**src/rtl/control_sequencer_if.sv**
```systemverilog
// Control-line bundle between the hardwired sequencer and the CPU datapath.
// Defining SEQ_SINGLE_STEP_EN adds the step input.
interface control_sequencer_if #(
  parameter int unsigned OPW = 5
);
  logic           run;
  logic           mem_ready;
  logic [31:0]    ir;
`ifdef SEQ_SINGLE_STEP_EN
  logic           step;
`endif
  logic           PCout, Zlowout, Zhighout, MDRout;
  logic           MARin, PCin, MDRin, IRin, Yin, Zin, HIin, LOin;
  logic           IncPC, Read;
  logic           Gra, Grb, Grc, Rin, Rout;
  logic [OPW-1:0] alu_op;
  logic           halted;
  logic           illegal;

`ifdef SEQ_SINGLE_STEP_EN
  modport master (
    output run, mem_ready, ir, step,
    input  PCout, Zlowout, Zhighout, MDRout, MARin, PCin, MDRin, IRin, Yin, Zin,
           HIin, LOin, IncPC, Read, Gra, Grb, Grc, Rin, Rout, alu_op, halted, illegal
  );
  modport slave (
    input  run, mem_ready, ir, step,
    output PCout, Zlowout, Zhighout, MDRout, MARin, PCin, MDRin, IRin, Yin, Zin,
           HIin, LOin, IncPC, Read, Gra, Grb, Grc, Rin, Rout, alu_op, halted, illegal
  );
`else
  modport master (
    output run, mem_ready, ir,
    input  PCout, Zlowout, Zhighout, MDRout, MARin, PCin, MDRin, IRin, Yin, Zin,
           HIin, LOin, IncPC, Read, Gra, Grb, Grc, Rin, Rout, alu_op, halted, illegal
  );
  modport slave (
    input  run, mem_ready, ir,
    output PCout, Zlowout, Zhighout, MDRout, MARin, PCin, MDRin, IRin, Yin, Zin,
           HIin, LOin, IncPC, Read, Gra, Grb, Grc, Rin, Rout, alu_op, halted, illegal
  );
`endif
endinterface

```
**src/rtl/control_sequencer.sv**
```systemverilog
// Hardwired T0..T6 control sequencer for fetch and register-register ALU execute.
// Optional SEQ_SINGLE_STEP_EN gates every T-step transition on the step input.
module control_sequencer #(
  parameter int unsigned OPW  = 5,
  parameter int unsigned REGW = 4
) (
  input logic                clk,
  input logic                reset,
  control_sequencer_if.slave bus
);

  localparam int unsigned IRW  = 32;
  localparam int unsigned FLDW = 3 * REGW;

  localparam logic [OPW-1:0] OP_ADD  = OPW'(5'b00011);
  localparam logic [OPW-1:0] OP_SUB  = OPW'(5'b00100);
  localparam logic [OPW-1:0] OP_AND  = OPW'(5'b00101);
  localparam logic [OPW-1:0] OP_OR   = OPW'(5'b00110);
  localparam logic [OPW-1:0] OP_SHR  = OPW'(5'b00111);
  localparam logic [OPW-1:0] OP_SHRA = OPW'(5'b01000);
  localparam logic [OPW-1:0] OP_SHL  = OPW'(5'b01001);
  localparam logic [OPW-1:0] OP_ROR  = OPW'(5'b01010);
  localparam logic [OPW-1:0] OP_ROL  = OPW'(5'b01011);
  localparam logic [OPW-1:0] OP_MUL  = OPW'(5'b01111);
  localparam logic [OPW-1:0] OP_DIV  = OPW'(5'b10000);
  localparam logic [OPW-1:0] OP_NEG  = OPW'(5'b10001);
  localparam logic [OPW-1:0] OP_NOT  = OPW'(5'b10010);

  typedef enum logic [3:0] {
    S_IDLE, S_T0, S_T1, S_T2, S_T3, S_T4, S_T5, S_T6, S_HALT
  } state_e;

  typedef enum logic [1:0] {
    CLS_BIN, CLS_MULDIV, CLS_UNARY, CLS_BAD
  } op_class_e;

  state_e          state_q, state_d;
  state_e          done_c;
  logic            t1_wait_q, t1_wait_d;
  logic            illegal_q, illegal_d;
  logic            adv_c;
  logic [OPW-1:0]  opcode_c;
  op_class_e       cls_c;
  logic            unused_fields_c;

  assign opcode_c        = bus.ir[IRW-1 -: OPW];
  assign unused_fields_c = ^{bus.ir[IRW-OPW-1 -: FLDW], bus.ir[IRW-OPW-FLDW-1:0]};
  assign done_c          = bus.run ? S_T0 : S_IDLE;

`ifdef SEQ_SINGLE_STEP_EN
  assign adv_c = bus.step;
`else
  assign adv_c = 1'b1;
`endif

  // Opcode class decode; anything not listed is an undecoded opcode.
  always_comb begin
    cls_c = CLS_BAD;
    case (opcode_c)
      OP_ADD, OP_SUB, OP_AND, OP_OR, OP_SHR, OP_SHRA,
      OP_SHL, OP_ROR, OP_ROL:                  cls_c = CLS_BIN;
      OP_MUL, OP_DIV:                          cls_c = CLS_MULDIV;
      OP_NEG, OP_NOT:                          cls_c = CLS_UNARY;
      default:                                 cls_c = CLS_BAD;
    endcase
  end

  always_ff @(posedge clk) begin
    if (reset) begin
      state_q   <= S_IDLE;
      t1_wait_q <= 1'b0;
      illegal_q <= 1'b0;
    end else begin
      state_q   <= state_d;
      t1_wait_q <= t1_wait_d;
      illegal_q <= illegal_d;
    end
  end

  // Next state and Moore-decoded control word.
  always_comb begin
    state_d      = state_q;
    illegal_d    = illegal_q;
    t1_wait_d    = (state_q == S_T1);
    bus.PCout    = 1'b0;
    bus.Zlowout  = 1'b0;
    bus.Zhighout = 1'b0;
    bus.MDRout   = 1'b0;
    bus.MARin    = 1'b0;
    bus.PCin     = 1'b0;
    bus.MDRin    = 1'b0;
    bus.IRin     = 1'b0;
    bus.Yin      = 1'b0;
    bus.Zin      = 1'b0;
    bus.HIin     = 1'b0;
    bus.LOin     = 1'b0;
    bus.IncPC    = 1'b0;
    bus.Read     = 1'b0;
    bus.Gra      = 1'b0;
    bus.Grb      = 1'b0;
    bus.Grc      = 1'b0;
    bus.Rin      = 1'b0;
    bus.Rout     = 1'b0;
    bus.alu_op   = '0;
    bus.halted   = 1'b0;
    bus.illegal  = illegal_q;

    case (state_q)
      S_IDLE: if (bus.run) state_d = S_T0;
      S_T0: begin
        bus.PCout = 1'b1;
        bus.MARin = 1'b1;
        bus.IncPC = 1'b1;
        bus.Zin   = 1'b1;
        if (adv_c) state_d = S_T1;
      end
      S_T1: begin
        // PC reload happens once; the read strobe holds through memory wait.
        bus.Zlowout = 1'b1;
        bus.PCin    = !t1_wait_q;
        bus.Read    = 1'b1;
        bus.MDRin   = 1'b1;
        if (adv_c && bus.mem_ready) state_d = S_T2;
      end
      S_T2: begin
        bus.MDRout = 1'b1;
        bus.IRin   = 1'b1;
        if (adv_c) state_d = S_T3;
      end
      S_T3: begin
        case (cls_c)
          CLS_BIN, CLS_MULDIV: begin
            bus.Grb  = 1'b1;
            bus.Rout = 1'b1;
            bus.Yin  = 1'b1;
            if (adv_c) state_d = S_T4;
          end
          CLS_UNARY: begin
            bus.Grb    = 1'b1;
            bus.Rout   = 1'b1;
            bus.Zin    = 1'b1;
            bus.alu_op = opcode_c;
            if (adv_c) state_d = S_T4;
          end
          default: begin
            if (adv_c) begin
              state_d   = S_HALT;
              illegal_d = 1'b1;
            end
          end
        endcase
      end
      S_T4: begin
        if (cls_c == CLS_UNARY) begin
          bus.Zlowout = 1'b1;
          bus.Gra     = 1'b1;
          bus.Rin     = 1'b1;
          if (adv_c) state_d = done_c;
        end else begin
          bus.Grc    = 1'b1;
          bus.Rout   = 1'b1;
          bus.Zin    = 1'b1;
          bus.alu_op = opcode_c;
          if (adv_c) state_d = S_T5;
        end
      end
      S_T5: begin
        if (cls_c == CLS_MULDIV) begin
          bus.Zlowout = 1'b1;
          bus.LOin    = 1'b1;
          if (adv_c) state_d = S_T6;
        end else begin
          bus.Zlowout = 1'b1;
          bus.Gra     = 1'b1;
          bus.Rin     = 1'b1;
          if (adv_c) state_d = done_c;
        end
      end
      S_T6: begin
        bus.Zhighout = 1'b1;
        bus.HIin     = 1'b1;
        if (adv_c) state_d = done_c;
      end
      S_HALT: bus.halted = 1'b1;
      default: state_d = S_IDLE;
    endcase
  end

endmodule

```
**src/flat_wrapper.sv**
```systemverilog
// flat-port wrapper written by rule: the top's interface ports become plain ports
module control_sequencer_flat 
#(
  parameter int unsigned OPW  = 5,
  parameter int unsigned REGW = 4
)
  (clk, reset, bus_run, bus_mem_ready, bus_ir, bus_PCout, bus_Zlowout, bus_Zhighout, bus_MDRout, bus_MARin, bus_PCin, bus_MDRin, bus_IRin, bus_Yin, bus_Zin, bus_HIin, bus_LOin, bus_IncPC, bus_Read, bus_Gra, bus_Grb, bus_Grc, bus_Rin, bus_Rout, bus_alu_op, bus_halted, bus_illegal);
  control_sequencer_if #(.OPW(OPW)) bus_i ();
  input logic clk;
  input logic reset;
  input wire logic [$bits(bus_i.run)-1:0] bus_run;
  input wire logic [$bits(bus_i.mem_ready)-1:0] bus_mem_ready;
  input wire logic [$bits(bus_i.ir)-1:0] bus_ir;
  output wire logic [$bits(bus_i.PCout)-1:0] bus_PCout;
  output wire logic [$bits(bus_i.Zlowout)-1:0] bus_Zlowout;
  output wire logic [$bits(bus_i.Zhighout)-1:0] bus_Zhighout;
  output wire logic [$bits(bus_i.MDRout)-1:0] bus_MDRout;
  output wire logic [$bits(bus_i.MARin)-1:0] bus_MARin;
  output wire logic [$bits(bus_i.PCin)-1:0] bus_PCin;
  output wire logic [$bits(bus_i.MDRin)-1:0] bus_MDRin;
  output wire logic [$bits(bus_i.IRin)-1:0] bus_IRin;
  output wire logic [$bits(bus_i.Yin)-1:0] bus_Yin;
  output wire logic [$bits(bus_i.Zin)-1:0] bus_Zin;
  output wire logic [$bits(bus_i.HIin)-1:0] bus_HIin;
  output wire logic [$bits(bus_i.LOin)-1:0] bus_LOin;
  output wire logic [$bits(bus_i.IncPC)-1:0] bus_IncPC;
  output wire logic [$bits(bus_i.Read)-1:0] bus_Read;
  output wire logic [$bits(bus_i.Gra)-1:0] bus_Gra;
  output wire logic [$bits(bus_i.Grb)-1:0] bus_Grb;
  output wire logic [$bits(bus_i.Grc)-1:0] bus_Grc;
  output wire logic [$bits(bus_i.Rin)-1:0] bus_Rin;
  output wire logic [$bits(bus_i.Rout)-1:0] bus_Rout;
  output wire logic [$bits(bus_i.alu_op)-1:0] bus_alu_op;
  output wire logic [$bits(bus_i.halted)-1:0] bus_halted;
  output wire logic [$bits(bus_i.illegal)-1:0] bus_illegal;
  assign bus_i.run = bus_run;
  assign bus_i.mem_ready = bus_mem_ready;
  assign bus_i.ir = bus_ir;
  assign bus_PCout = bus_i.PCout;
  assign bus_Zlowout = bus_i.Zlowout;
  assign bus_Zhighout = bus_i.Zhighout;
  assign bus_MDRout = bus_i.MDRout;
  assign bus_MARin = bus_i.MARin;
  assign bus_PCin = bus_i.PCin;
  assign bus_MDRin = bus_i.MDRin;
  assign bus_IRin = bus_i.IRin;
  assign bus_Yin = bus_i.Yin;
  assign bus_Zin = bus_i.Zin;
  assign bus_HIin = bus_i.HIin;
  assign bus_LOin = bus_i.LOin;
  assign bus_IncPC = bus_i.IncPC;
  assign bus_Read = bus_i.Read;
  assign bus_Gra = bus_i.Gra;
  assign bus_Grb = bus_i.Grb;
  assign bus_Grc = bus_i.Grc;
  assign bus_Rin = bus_i.Rin;
  assign bus_Rout = bus_i.Rout;
  assign bus_alu_op = bus_i.alu_op;
  assign bus_halted = bus_i.halted;
  assign bus_illegal = bus_i.illegal;
  control_sequencer #(.OPW(OPW), .REGW(REGW)) u_core (.clk(clk), .reset(reset), .bus(bus_i));
endmodule
```
**config.mk**
```make
export PLATFORM = sky130hd
export DESIGN_NAME = control_sequencer_flat
export DESIGN_NICKNAME = d
export VERILOG_FILES = /design/src/rtl/control_sequencer_if.sv /design/src/rtl/control_sequencer.sv /design/src/flat_wrapper.sv
export SDC_FILE = /design/constraint.sdc
export NUM_CORES = 1
export LEC_CHECK = 0
export CORE_MARGIN = 1.5
export CORE_UTILIZATION = 31
export CTS_BUF_LIST = sky130_fd_sc_hd__clkbuf_4 sky130_fd_sc_hd__clkbuf_8 sky130_fd_sc_hd__clkbuf_16
export DETAILED_ROUTE_END_ITERATION = 10
export PLACE_DENSITY = 0.84
export SYNTH_ARGS = -nofsm -noshare
export SYNTH_HDL_FRONTEND = slang
export SYNTH_SLANG_ARGS = --single-unit
```
**constraint.sdc**
```tcl
create_clock -name clk -period 2.6 [get_ports clk]
set_clock_uncertainty 0.2 [all_clocks]
set_input_delay 0.39 -clock clk [delete_from_list [all_inputs] [get_ports clk]]
set_output_delay 0.39 -clock clk [all_outputs]
set_load 0.1 [all_outputs]
```
Figure 1. Routing congestion (run 1).
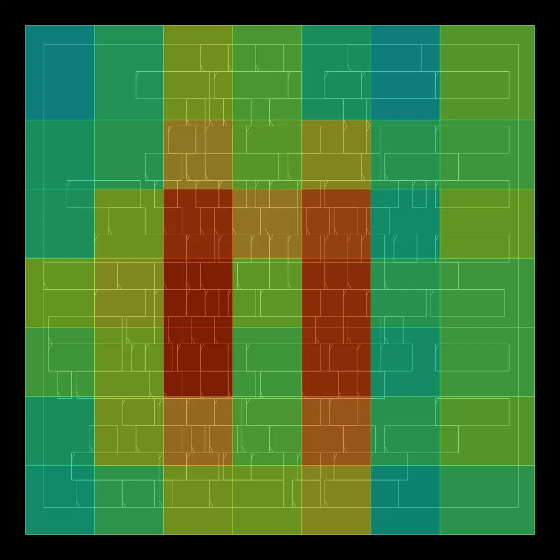
GR Util met3: 0.0234
Finished Core Util: 0.656
GRT busiest layer: met2
DR WL/cell: 13.3 um
total track usage: 0.176

Figure 2. Pin map (run 1).
Drawn at 10 px/um. Pins as bars across the die edge, other pins in gray.
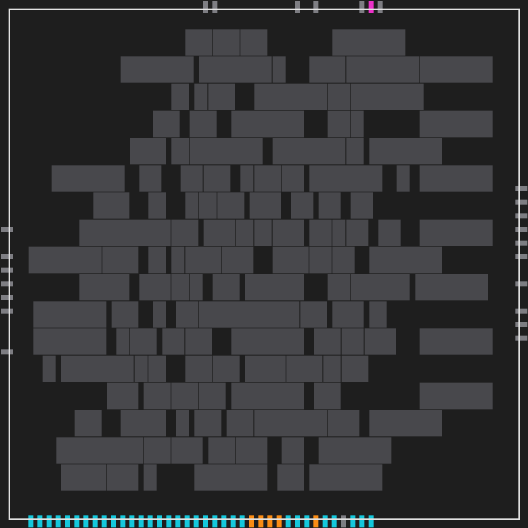
[cyan] `bus_ir` | pins: 32 | direction: input | edge: south
[orange] `bus_alu_op` | pins: 5 | direction: output | edge: south
[magenta] `bus_MDRin` | pins: 1 | direction: output | edge: north
all pins by edge: 38 south, 10 east, 7 west, 7 north
Die Y: 50.8 um
Port Buffers: 34
Die Span X: 50.8 um

Figure 3. Signal wires on met3 (run 1).
Drawn at 10 px/um.
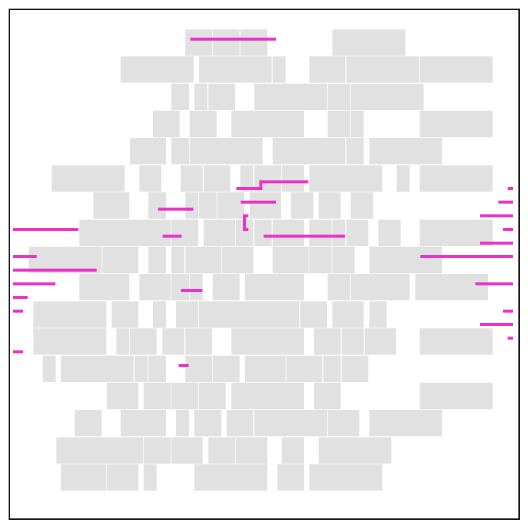
share of all routed wire: 3.9%
main direction: horizontal
nets with wire on the layer: 25
longest straight run: 9.00 um
wire length on this layer: 83.2 um
final WL: 2150 um
vias after detailed routing: 822

==> notes.md, run 1 <==
run results: status finished clean, Setup Buffers After CTS 0, Cell Area, Placed around 0.0014 mm^2, minimum clock period ~2.5 ns, Cell Type Count 36, leading area contributor after synthesis dfxtp_1, Pwr Total slightly below 0.6 mW, CTS tree yes, Final Cycle Share 0.959, Reg clk slew, reported paths ~0.040 ns, Setup-failing EPs final 0, Synth Net Count around 130, CTS Buf Count 3, YS chip area between 700 and 800 um^2, count of final hold-check violations 0, Async SR Flop Fraction 0, total congestion overflow 0, internal power slightly below 0.3 mW, P_sw just under 0.3 mW, Syn Inst Count 94, Synth Cell Area 709 um^2, initial DRC count 21, drc violations 0, Seq cells post-synth 6, top-count cell post-synth inv_1, RSZ-0062 raised after global routing no, CTS H-tree depth 1, DR pass1 iterations 4, number of fill cells 168, Hold WC Path Type flop to flop, Final Max Slew Viols 0, Critical Path Fanout Max 4, Top Layout Cells buf_12, buf_4, inv_1, Yosys Instances around 94, FP Core Util 0.324, Root Driver clkbuf_4, PwrDens approximately 410 mW/mm^2, Comb pwr share 0.664, setup TNS 0 ns, most common logic cell in the routed design buf_12, worst slew pin tran 0.458 ns, Seq pwr share 0.194, Max IR drop VDD 0.360 mV, Slew HR 0.692, clk pwr around 0.083 mW, Pleak 0.601 nW, first-pass GRT wire length around 3500 um, area share, top type 0.169, max_cap viols 0, Final WS setup between 0.1 and 0.15 ns, CTS Hold Bufs 0, Comb power between 0.3 and 0.4 mW, cts repair resizes 10, Seq. cell area about 120 um^2, vias in the first global route a little under 800, Hold WS between 0.2 and 0.3 ns, io pins roughly 62, # rows 17, top_reg_cell synth dfxtp_1, DP Cell Count around 160, dpl hpwl roughly 1800 um, Post-synth area hogs dfxtp_1, nand2b_1, buf_4, clk_lat worst skew between 0.2 and 0.25 ns
[run 1: critical path, stage by stage]
cell and delay, ns:
dlygate4sd2_1 0.25, buf_4 0.13, ha_1 0.23, nor4_1 0.33, nor2_1 0.11, nand3_1 0.18
inv_1 0.10, buf_12 0.17
[run 1: path summary, 6_finish.rpt]
| kind | start | cells after the start | endpoint | slack (ns) |
|---|---|---|---|---|
| setup / recovery | bus_ir[27] | 8 | bus_Grb | 0.11 |
| hold / removal | u_core.bus.illegal$_SDFFE_PP0N_ | 2 | u_core.bus.illegal$_SDFFE_PP0N_ | 0.27 |
| setup reg to reg | u_core.state_q[0]$_SDFFE_PP0P_ | 5 | u_core.state_q[1]$_SDFFE_PP0P_ | 0.86 |
| hold reg to reg | u_core.bus.illegal$_SDFFE_PP0N_ | 2 | u_core.bus.illegal$_SDFFE_PP0N_ | 0.27 |
[run 1: area by class of cell]
class | instances | area share
tap | 28 | 0.0244
inverter | 9 | 0.0235
timing repair buffer | 47 | 0.467
sequential | 6 | 0.0836
clock buffer | 3 | 0.0157
multi-input combinational | 68 | 0.386
[run 1: state kept, by name (all words and copies together) (netlist names)]
name and cells:
u_core.bus.illegal 1, u_core.state_q 4, u_core.t1_wait_q 1
[run 1: metal layers]
| metal | global-route usage | part of all wire |
|---|---|---|
| met5 | 0 | 0 |
| met4 | 0.0495 | 0.0056 |
| met3 | 0.0234 | 0.039 |
| met2 | 0.318 | 0.53 |
| met1 | 0.217 | 0.42 |
[run 1: kinds of logic after synthesis]
logic type | count (synthesis) | share of synthesized area
and+or+nand+nor | 42 | 0.381
AOI/OAI and AO/OA | 23 | 0.236
buffers and inverters | 20 | 0.164
DFF | 6 | 0.169
adders and majority gates | 2 | 0.0353
muxes | 1 | 0.0141
Figure 4. Met2 routing (run 1).
Drawn at 10 px/um.
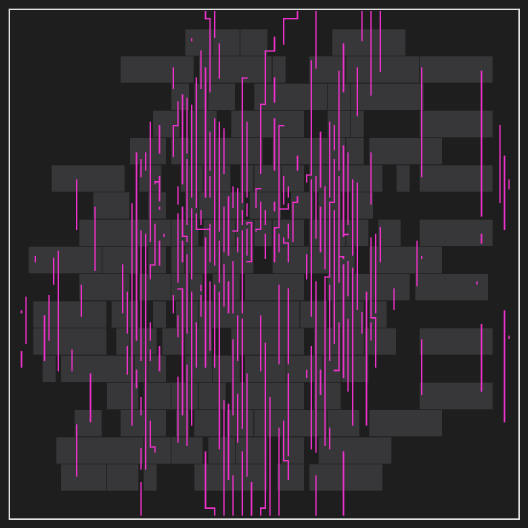

## Run 2: what changed since run 1
--- a/config.mk
+++ b/config.mk
@@ -10,6 +10,7 @@
 export CTS_BUF_LIST = sky130_fd_sc_hd__clkbuf_4 sky130_fd_sc_hd__clkbuf_8 sky130_fd_sc_hd__clkbuf_16
 export DETAILED_ROUTE_END_ITERATION = 10
 export PLACE_DENSITY = 0.84
+export RECOVER_POWER = 50
 export SYNTH_ARGS = -nofsm -noshare
 export SYNTH_HDL_FRONTEND = slang
 export SYNTH_SLANG_ARGS = --single-unit
Figure 5. Met2 routing (run 2).
Drawn at 10 px/um.
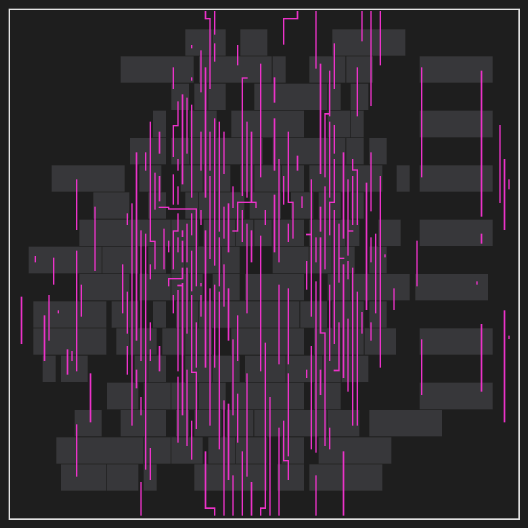
longest straight run: 23.5 um
wire length on this layer: 1130 um
nets with wire on the layer: 133
main direction: vertical
final WL: 2170 um
global routing usage on met2: 0.318
vias after detailed routing: 818

==> run 2 against run 1 <==
Effect of this change:
- via count down 0.49%
- count of clock-buffer cells in the layout unchanged
- cell count unchanged
- design area down 6.4%
- fmax up 0.18%
- critical endpoint unchanged
- largest cell class unchanged
==> notes.md, run 2 <==
run results: max_cap viols 0 (unchanged), io pins 62 (unchanged), Peak Freq between 400 and 500 MHz, Log Warnings about 55, Syn-to-layout area delta 89.6%, Async SR Flop Fraction 0 (unchanged), worst hold stages 2 (unchanged), Post-synth area hogs dfxtp_1, nand2b_1, buf_4, leading area contributor after synthesis dfxtp_1, Ys Warns 0, Synth Cell Area 709 um^2 (unchanged), critical path cell sequence dlygate4sd2_1, clkbuf_4, ha_1, nor4_1, nor2_1, nand3_1, inv_1, buf_12, Critical Path Fanout Max 4 (unchanged), Critical Path AT approximately 1.9 ns, Pwr Total 0.563 mW (-3.9%), largest net degree at the start of global routing 13, Final Wtd Congestion between 0.8 and 0.9, Via-to-Cell Ratio between 5 and 6, dpl hpwl 1810 um (unchanged), Seq cells post-synth 6 (unchanged), Hold WC Path Type flop to flop, Comb power 0.368 mW (-5.4%), seq pwr approximately 0.11 mW, RSZ-0062 raised after global routing no, Top Layout Cells buf_12, buf_4, inv_1, nor2_1, a21oi_1, worst slew pin tran 1.15 ns (+0.695 ns), Yosys Instances 94 (unchanged), PwrDens 418 mW/mm^2 (+2.7%), Top reg by flops u_core.state_q, WP data required approximately 2 ns, Max IR drop VDD 0.303 mV (-16%), top-count cell post-synth inv_1, setup TNS 0 ns (unchanged), CP peak stage delay 0.32 ns (about the same), max reg flops 4 (unchanged), CTS tree yes, Die Span X 50.8 um (unchanged), top_reg_cell synth dfxtp_1, switching fraction of total power 0.507, die area roughly 0.0026 mm^2, first-pass GRT wire length 3530 um (unchanged), CTS Buf Count 3 (unchanged), initial DRC count 20 (-4.8%), total congestion overflow 0 (unchanged), DR WL/cell 13.5 um (+1.0%), Final Max Slew Viols 0 (unchanged), Seq pwr share 0.202 (+0.008), number of fill cells 183 (+8.9%), Port Buffers 34 (unchanged), antenna diode count 0, vias in the first global route 795 (unchanged), Bufs on Longest Clock Path 2, Setup crit end kind output port, most common logic cell in the routed design buf_12, share of layout cells above drive strength 1 0.459, Die Y 50.8 um (unchanged), Pleak 0.576 nW (-4.1%), clk pwr 0.0817 mW (-2%), P_sw 0.285 mW (-2.0%), # nets final 173, Root Driver clkbuf_4, Worst setup SP type primary input, Reg clk slew, reported paths 0.04 ns (about the same), DR pass1 iterations 4 (unchanged), Seq share, synth 0.169, drc violations 0 (unchanged), Clock Power Share 0.145, Setup-failing EPs final 0 (unchanged), critical path class primary input to output port, core box area roughly 0.0022 mm^2, # rows 17 (unchanged), Synth Net Count 132 (unchanged), Comb pwr share 0.653 (-0.011), average size of a mapped cell between 7 and 8 um^2, internal power 0.277 mW (-5.7%), Syn Inst Count 94 (unchanged), CTS H-tree depth 1 (unchanged), Finished Core Util 0.614 (-0.0417), Pwr top combinational logic, area share, top type 0.169 (unchanged), Cell Type Count 36 (unchanged), count of final hold-check violations 0 (unchanged), Setup Buffers After CTS 0 (unchanged), clk sinks 6, antenna-violating nets left 0, top cells by count inv_1, nand2b_1, a21oi_1, and2_1, nor2_1, minimum clock period 2.49 ns (-0.00458 ns), Slew HR 0.235 (-0.457), YS chip area 709 um^2 (unchanged), initial antenna violation count 0, Worst Reg-to-Reg Cells 5 (unchanged), Post-synth EDFFs 0, clk_lat worst skew 0.24 ns (about the same), slowest cell on the critical path nor4_1, total track usage 0.176 (unchanged), status finished clean, FP Core Util 0.324 (unchanged), Final Cycle Share 0.957 (-0.00176)
-- run 2: logic make-up after synthesis --
logic type,synth area share
compound gates,0.236
fa+ha+maj,0.0353
buf+inv,0.164
flops,0.169
mux,0.0141
simple gates,0.381
-- run 2: metrics by stage --
stage / std cells / setup WS, ns / instance area (um^2) / hold slack, ns
after floorplan: 94 / -0.412 / 754 / 0.259
after global placement: 158 / -0.172 / 1380 / 0.238
after detailed placement: 158 / -0.271 / 1380 / 0.271
after CTS: 161 / 0.00319 / 1420 / 0.277
after global routing: 161 / 0.00879 / 1350 / 0.289
final: 161 / 0.112 / 1350 / 0.274
-- run 2: final cells by class --
class	instances	area (um^2)	share of cell area
repair buffers	47	591	0.439
multi-input cells	68	543	0.404
flip-flops and latches	6	120	0.0893
well taps	28	35.0	0.0260
inverters	9	33.8	0.0251
clock buffers	3	22.5	0.0167
-- run 2: metal layers --
metal,GRT usage,wire [um]
met4,0.0495,9
met3,0.0234,85
met5,0,0
met2,0.318,1130
met1,0.217,940
-- run 2: final timing paths --
path / slack, ns / from / to
max: 0.11 / bus_ir[27] / bus_Grb
min: 0.27 / u_core.bus.illegal$_SDFFE_PP0N_ / u_core.bus.illegal$_SDFFE_PP0N_
max reg2reg: 0.87 / u_core.state_q[0]$_SDFFE_PP0P_ / u_core.state_q[1]$_SDFFE_PP0P_
min reg2reg: 0.27 / u_core.bus.illegal$_SDFFE_PP0N_ / u_core.bus.illegal$_SDFFE_PP0N_
-- run 2: worst max-delay path: cells and delay by family --
family                     cells  cell delay [ns]
buffers and inverters          4             0.66
adders and majority gates      1             0.23
and+or+nand+nor                3             0.61
-- run 2: timing repair --
item	in CTS	in global routing
hold buffers	0	0
endpoints found under the hold margin	0	0
pin swaps	5	4
resized	10	2
endpoints found under the setup margin	13	10
Figure 6. Wiring heat map (run 2).
Drawn at 8 px/um. 10 x 10 tiles, from dark blue (low) to red (high), scaled to the fullest tile. Values are wire area over tile area, all layers added.
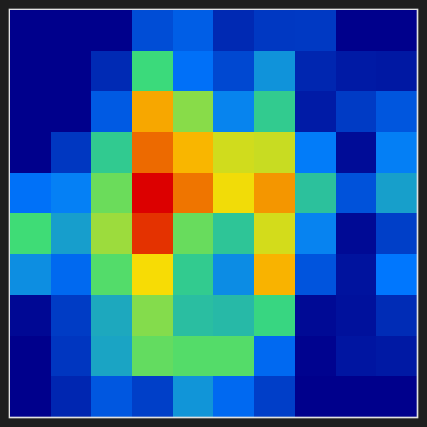

## Run 3: what changed since run 2
--- a/config.mk
+++ b/config.mk
@@ -6,10 +6,10 @@
 export NUM_CORES = 1
 export LEC_CHECK = 0
 export CORE_MARGIN = 1.5
-export CORE_UTILIZATION = 31
+export CORE_UTILIZATION = 28
 export CTS_BUF_LIST = sky130_fd_sc_hd__clkbuf_4 sky130_fd_sc_hd__clkbuf_8 sky130_fd_sc_hd__clkbuf_16
 export DETAILED_ROUTE_END_ITERATION = 10
-export PLACE_DENSITY = 0.84
+export PLACE_DENSITY = 0.81
 export RECOVER_POWER = 50
 export SYNTH_ARGS = -nofsm -noshare
 export SYNTH_HDL_FRONTEND = slang
==> constraint.sdc (replaced) <==
create_clock -name clk -period 2.2 [get_ports clk]
set_clock_uncertainty 0.2 [all_clocks]
set_input_delay 0.33 -clock clk [delete_from_list [all_inputs] [get_ports clk]]
set_output_delay 0.33 -clock clk [all_outputs]
set_load 0.1 [all_outputs]
Figure 7. Wiring heat map (run 3).
Drawn at 8 px/um. 11 x 11 tiles, from dark blue (low) to red (high), scaled to the fullest tile. Values are wire area over tile area, all layers added.
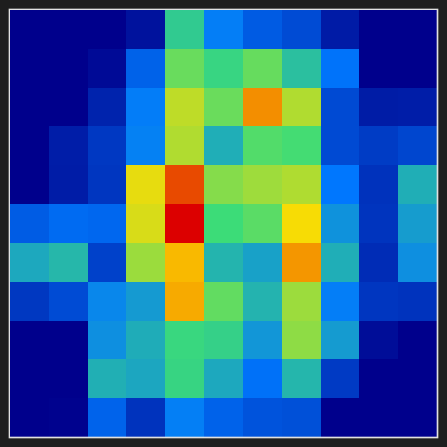
emptiest ninth of the die: north-west
densest ninth of the die: center
fullest tile: 0.49
tiles over half the peak: 21%
vias after detailed routing: 895
DR WL/cell: 14.8 um
total track usage: 0.189
final WL: 2560 um

==> run 3 against run 2 <==
Effect of this change:
- core utilization increased by 7.0 points
- synthesized area unchanged
- die area increased by 10%
- clock power increased by 27%
- global-route usage increased by 1.3 points
- combinational power increased by 39%
- largest cell class unchanged
- hold slack got worse by 0.022 ns
- critical endpoint is now bus_Zlowout
- total power increased by 34%
- synthesized cell count unchanged
- sequential share of layout area decreased by 1.3 points
- the run now ends with setup timing left
==> notes.md, run 3 <==
run results: top-count cell post-synth inv_1, Cell Type Count 36 (unchanged), YS chip area 709 um^2 (unchanged), failing checks setup timing, Largest delay share family, worst path simple AND/OR/NAND/NOR gates, antenna-violating nets left 0 (unchanged), CTS H-tree depth 1 (unchanged), Async SR Flop Fraction 0 (unchanged), PwrDens 453 mW/mm^2 (+8.2%), Top reg by flops u_core.state_q, Synth Cell Area 709 um^2 (unchanged), Bufs on Longest Clock Path 2 (unchanged), pre-CTS WS -0.676 ns (-0.405 ns), FF-to-FF Start u_core.state_q[1]$_SDFFE_PP0P_, Reg clk slew, reported paths 0.04 ns (about the same), Pleak 0.669 nW (+16%), Gate Area 639 um^2 (+18%), CTS Buf Count 3 (unchanged), top cells by count inv_1, nand2b_1, a21oi_1, and2_1, nor2_1, first-pass GRT wire length 3970 um (+13%), # nets final 183 (+5.8%), Seq cells post-synth 6 (unchanged), RSZ-0062 raised after global routing yes, max_cap viols 0 (unchanged), vias in the first global route 867 (+9.1%), Syn-to-layout area delta 135%, Ys Warns 0 (unchanged), Hold Path Sink u_core.bus.illegal$_SDFFE_PP0N_, CP peak stage delay 0.24 ns (-0.08 ns), WP data required 1.67 ns (-0.34 ns), Log Warnings 57 (+3.6%), Yosys Instances 94 (unchanged), FP Core Util 0.292 (-0.0321), Port Buffers 34 (unchanged), Finished Core Util 0.684 (+0.0702), Crit path buffers/inverters 4 (unchanged), HP Start u_core.bus.illegal$_SDFFE_PP0N_, DR pass1 iterations 4 (unchanged), Pwr Total 0.753 mW (+34%), Setup crit end kind output port, most common logic cell in the routed design buf_12, Max IR drop VDD 0.380 mV (+25%), Root Driver clkbuf_4, clk_lat worst skew 0.25 ns (about the same), Hold WS 0.253 ns (-0.0215 ns), DP Cell Count 164 (+3.8%), status complete, but fails checks, core box area 0.00243 mm^2 (+11%), CP most frequent cell buf_12, Post-synth EDFFs 0 (unchanged), # rows 18 (+1), leading area contributor after synthesis dfxtp_1, Critical Path Fanout Max 5 (+1), Worst Reg-to-Reg Cells 5 (unchanged), Hold WC Path Type flop to flop, Slew HR 0.845 (+0.610), Worst R2R End u_core.state_q[3]$_SDFFE_PP0P_, Synth Net Count 132 (unchanged), antenna diode count 0 (unchanged), number of fill cells 153 (-16%), Final Cycle Share 1.01, non-filler cells, final 173 (+7.5%), dpl hpwl 1870 um (+3.3%), max reg flops 4 (unchanged), critical path class primary input to output port, Final Max Slew Viols 0 (unchanged), average size of a mapped cell 7.55 um^2 (unchanged), Seq share, synth 0.169 (unchanged), clk sinks 6 (unchanged), CTS Hold Bufs 0 (unchanged), Via-to-Cell Ratio 5.17 (+1.8%), CTS tree yes, top_reg_cell synth dfxtp_1, area share, top type 0.169 (unchanged), minimum clock period 2.21 ns, Worst setup SP type primary input, initial antenna violation count 0 (unchanged), Setup-failing EPs final 6 (+6), Finished Cell Area 0.00166 mm^2 (+24%), drc violations 0 (unchanged), Final WS setup -0.0111 ns (-0.123 ns), slowest cell on the critical path or2_1, io pins 62 (unchanged), R2R Setup Slk 0.52 ns (-0.35 ns), setup TNS -0.0298 ns (-0.0298 ns), Seq. cell area 126 um^2 (+5.2%), die area 0.00284 mm^2 (+10%), Syn Inst Count 94 (unchanged), initial DRC count 14 (-30%), Final Wtd Congestion 0.821 (-2.1%), total congestion overflow 0 (unchanged), share of layout cells above drive strength 1 0.685 (+0.227), Peak Freq approximately 450 MHz, count of final hold-check violations 0 (unchanged), largest net degree at the start of global routing 13 (unchanged), Die Y 53.3 um (+4.9%), Cell Area, Placed 0.00150 mm^2 (+8.4%), Die Span X 53.3 um (+4.9%), CP Depth 9 (+1), Critical Path AT 1.68 ns (-0.22 ns), Top Layout Cells buf_12, buf_4, and2_4, a21oi_1, worst slew pin tran 0.226 ns (-0.927 ns), critical path cell sequence buf_12, inv_12, ha_4, nor4b_4, buf_4, nand3_1, or2_1, a21oi_4, buf_12, worst hold stages 2 (unchanged), Post-synth area hogs dfxtp_1, nand2b_1, buf_4
[run 3: area by class of cell]
type,count,area share
well taps,30,0.0226
clock buffers,3,0.0135
multi-input cells,68,0.384
flip-flops and latches,6,0.0759
repair buffers,57,0.466
inverters,9,0.0376
[run 3: cell families (layout without fill, tap and decap cells)]
kind of cell	after synthesis	after routing	synth area share
AND/OR/NAND/NOR	42	42	0.381
AND-OR/OR-AND	23	23	0.236
buffers and inverters	20	69	0.164
flip-flops	6	6	0.169
adder cells (fa/ha/maj)	2	2	0.0353
multiplexers	1	1	0.0141
[run 3: layer usage]
layer	vias to the layer above	routed length, um	global-route usage
met5	-	0	0
met4	0	19	0.0214
met3	2	94	0.0367
met2	33	1460	0.364
met1	434	987	0.215
li1	426	-	-
[run 3: worst max-delay path by stage]
stage / startpoint / end / slack [ns]
final: bus_ir[28] / bus_Zlowout / -0.01
after detailed placement: bus_ir[28] / bus_Zin / -0.68
after global placement: bus_ir[28] / bus_Zin / -0.60
after global routing: bus_ir[28] / bus_Zlowout / -0.08
after CTS: bus_ir[27] / bus_Gra / -0.02
after floorplan: bus_ir[28] / bus_Rout / -0.46
[run 3: repair_timing]
action	in CTS	in global routing
pin swaps	9	6
setup buffers	5	1
gates cloned	0	0
setup endpoints to repair	23	20
resized	34	14
[run 3: power breakdown]
part	total (mW)	internal (mW)	switching [mW]
combinational	0.510	0.199	0.311
clock	0.104	0.0618	0.0417
sequential	0.140	0.119	0.0209
total	0.753	0.380	0.374
[run 3: worst min-delay path: stages, from the launching register on]
cell     delay [ns]
dfxtp_1        0.30
inv_1          0.05
a21oi_1        0.05
Power is estimated from default activity; no workload was simulated.
